--- config.mk ---
export PLATFORM = sky130hd
export DESIGN_NAME = param_ram
export DESIGN_NICKNAME = d
export VERILOG_FILES = /design/src/rtl/param_ram_pkg.sv /design/src/rtl/param_ram_parity.sv /design/src/rtl/param_ram.sv
export SDC_FILE = /design/constraint.sdc
export NUM_CORES = 2
export LEC_CHECK = 0
export CORE_ASPECT_RATIO = 0.6
export CORE_MARGIN = 10
export CORE_UTILIZATION = 50
export DETAILED_ROUTE_END_ITERATION = 10
export PLACE_DENSITY = 0.79
export REMOVE_ABC_BUFFERS = 1
export SLEW_MARGIN = 20
export SYNTH_ARGS = -nofsm -noshare
export SYNTH_HDL_FRONTEND = slang
export SYNTH_SLANG_ARGS = --single-unit
--- constraint.sdc ---
create_clock -name clk -period 2.4 [get_ports clk]
set_clock_uncertainty 0.05 [all_clocks]
set_input_delay 0.24 -clock clk [delete_from_list [all_inputs] [get_ports clk]]
set_output_delay 0.24 -clock clk [all_outputs]
set_load 0.01 [all_outputs]
--- src/rtl/param_ram_pkg.sv ---
// param_ram_pkg: shared defaults and parity helper for param_ram.
//   RAM_N_DEF     default address width (depth = 2**N)
//   RAM_M_DEF     default data width
//   RAM_PAR_MAX_W widest word even_parity accepts; narrower words are zero-extended,
//                 and zero-extension does not change the parity.
package param_ram_pkg;

  localparam int unsigned RAM_N_DEF     = 6;
  localparam int unsigned RAM_M_DEF     = 32;
  localparam int unsigned RAM_PAR_MAX_W = 256;

  // Even-parity bit of a word: 1 when the word has an odd number of ones.
  function automatic logic even_parity(input logic [RAM_PAR_MAX_W-1:0] d);
    return ^d;
  endfunction

endpackage

--- src/rtl/param_ram_parity.sv ---
// param_ram_parity: parity generate/check for param_ram (built only with RAM_PARITY_EN).
//   wdata_i   write data; its parity is stored alongside the word
//   rdata_i   word currently read from the array
//   rpar_i    parity bit stored with rdata_i
//   wpar_c_o  parity bit to store (combinational)
//   err_c_o   stored parity disagrees with the read word (combinational)
`ifdef RAM_PARITY_EN
module param_ram_parity
  import param_ram_pkg::*;
#(
  parameter int unsigned M = RAM_M_DEF
) (
  input  logic [M-1:0] wdata_i,
  input  logic [M-1:0] rdata_i,
  input  logic         rpar_i,
  output logic         wpar_c_o,
  output logic         err_c_o
);

  assign wpar_c_o = even_parity(RAM_PAR_MAX_W'(wdata_i));
  assign err_c_o  = even_parity(RAM_PAR_MAX_W'(rdata_i)) != rpar_i;

endmodule
`endif

--- src/rtl/param_ram.sv ---
// param_ram: single-port RAM, synchronous write, combinational read, synchronous clear.
// Optional feature macro: RAM_PARITY_EN (adds one even-parity bit per word and parity_err).
//   clk        clock; all state changes on the rising edge
//   reset      synchronous active-high; clears every word (wins over we)
//   we         write enable (level-sensitive)
//   adr        shared read/write address
//   din        write data
//   dout       mem[adr], combinational, no write bypass
//   parity_err (RAM_PARITY_EN only) stored parity mismatch for mem[adr]
module param_ram
  import param_ram_pkg::*;
#(
  parameter int unsigned N = RAM_N_DEF,
  parameter int unsigned M = RAM_M_DEF
) (
  input  logic         clk,
  input  logic         reset,
  input  logic         we,
  input  logic [N-1:0] adr,
  input  logic [M-1:0] din,
  output logic [M-1:0] dout
`ifdef RAM_PARITY_EN
  ,
  output logic         parity_err
`endif
);

  localparam int unsigned DEPTH = 2 ** N;

  logic [M-1:0] mem_q [DEPTH];

`ifdef RAM_PARITY_EN
  logic par_q [DEPTH];
  logic wpar;

  param_ram_parity #(.M(M)) u_parity (
    .wdata_i  (din),
    .rdata_i  (mem_q[adr]),
    .rpar_i   (par_q[adr]),
    .wpar_c_o (wpar),
    .err_c_o  (parity_err)
  );
`endif

  // Storage: full clear on reset, otherwise write the addressed word.
  always_ff @(posedge clk) begin
    if (reset) begin
      for (int unsigned i = 0; i < DEPTH; i++) begin
        mem_q[N'(i)] <= '0;
`ifdef RAM_PARITY_EN
        par_q[N'(i)] <= 1'b0;
`endif
      end
    end else if (we) begin
      mem_q[adr] <= din;
`ifdef RAM_PARITY_EN
      par_q[adr] <= wpar;
`endif
    end
  end

  // Read path: old word until the edge, new word after it.
  assign dout = mem_q[adr];

endmodule

Figure 1. Track usage over the die.
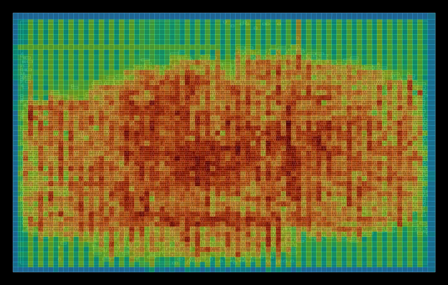
GR Util met1: 0.409
M2 GR Usage: 0.399
Final Util: 0.602

Figure 2. Zoomed window.
Region (420, 253) to (445, 278) um. Cells in grey, sequential cells in the stronger grey; small squares are vias.
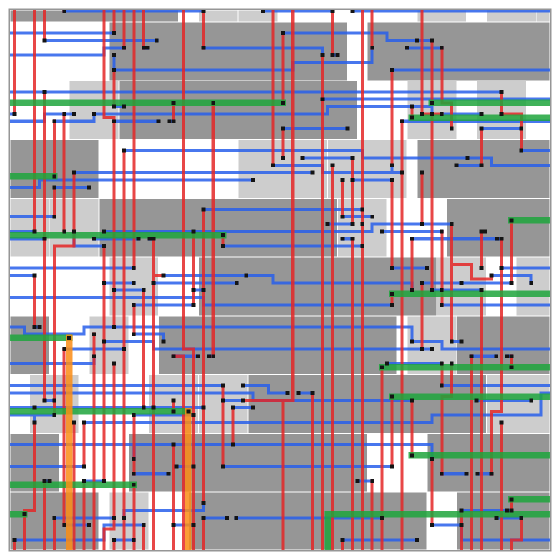
[M4] orange
[M2] red
[M3] green
[M1] blue
cells with their middle in the window: 27
sequential cells in the window: 11
netlist names of flops here include: `mem_q` (11)
most frequent: edfxtp_1 (11), and2_1 (10), mux2_2 (2)

Figure 3. Signal wires on met1.
Drawn at 1 px/um.
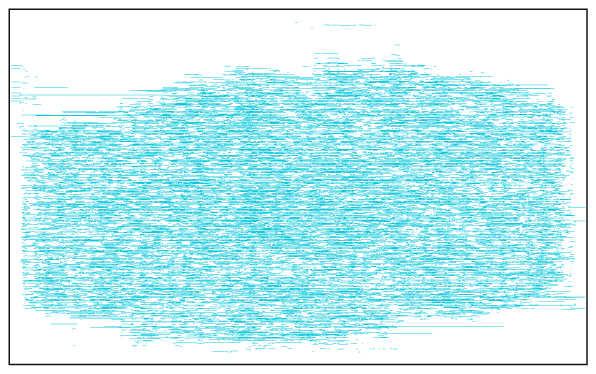
nets with wire on the layer: 7167
main direction: horizontal
longest straight run: 144 um
share of all routed wire: 35%

Figure 4. Clock network drawn from the DEF.
Drawn at 1 px/um.
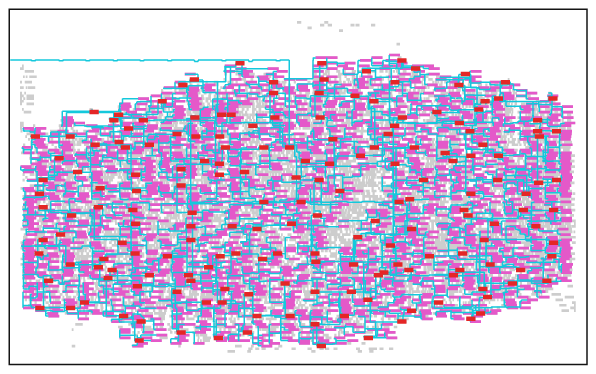
[clock-net drivers] red | count: 185
[clock wires] cyan | length: 23.5 mm
[flip-flops] magenta | count: 2048
routed clock nets: 186

==> results_dict.tcl <==
# place-and-route summary
set metrics [dict create \
    status "finished with violations" \
    violations "hold timing, setup timing" \
    grt_overflow 0 \
    final-max-slew-violation-count 0 \
    synth-xor-area-share 0 \
    adder_share 0 \
    grt_max_degree 65 \
    final_cell_mix "and2_1 (2049), edfxtp_1 (2048), buf_4 (637)" \
    htree_levels 4 \
    num_vias 65800 \
    setup_violations 32 \
    crit_required_ns 2.11 \
    cts_buffers 185 \
    pg_clk_uw 28800 \
    syn_avg_cell_area_um2 13.3 \
    synth-main-ff-cell "edfxtp_1" \
    post-synth-top-area-fraction 0.663 \
    post_cts_resized 541 \
    fp_util 0.503 \
    logic_area_mm2 0.0306 \
    cp-startpoint "mem_q[38][26]" \
    holdBufCountCts 14 \
    top_usage_layer "met1" \
    p_comb_uw 8840 \
    netlist_instances 6970 \
    wl_met2_um 128000 \
    firstDrtPassIters 10 \
    largest_register_ffs 2048 \
    top_power_group "registers" \
    drv_cap 0 \
    holdWs_ns -0.00112 \
    ys_sh_mux 0.0369 \
    ys_area_mm2 0.0928 \
    core_mm2 0.184 \
    hold_violations 1 \
    period_used_share 1.43 \
    grt_usage 0.299 \
    hp-class "in2reg" \
    syn_area_mm2 0.0928 \
    path_max_fanout 1 \
    setup_tns_ns -28.96 \
    die_h_um 354 \
    n_all_buffers 972 \
    rows 122 \
    pwr-share-comb 0.111 \
    worstPathCellList "mux2_2 -> a221oi_2 -> a21oi_2 -> o21ai_1 -> o21ai_2 -> or4_4 -> buf_6" \
    largest_area_cell "edfxtp_1" \
    wl_um 319000 \
    placed_cells 9663 \
    fin_ws_ns -1.03 \
    yosys.cell_types.count 57 \
    hp-start "din[5]" \
    crit_type "reg2out" \
    crit_slowest_cell "or4_4" \
    ys_cells 6970 \
    synth-async-reset-ratio 0 \
]
Power and IR drop assume default switching activity.
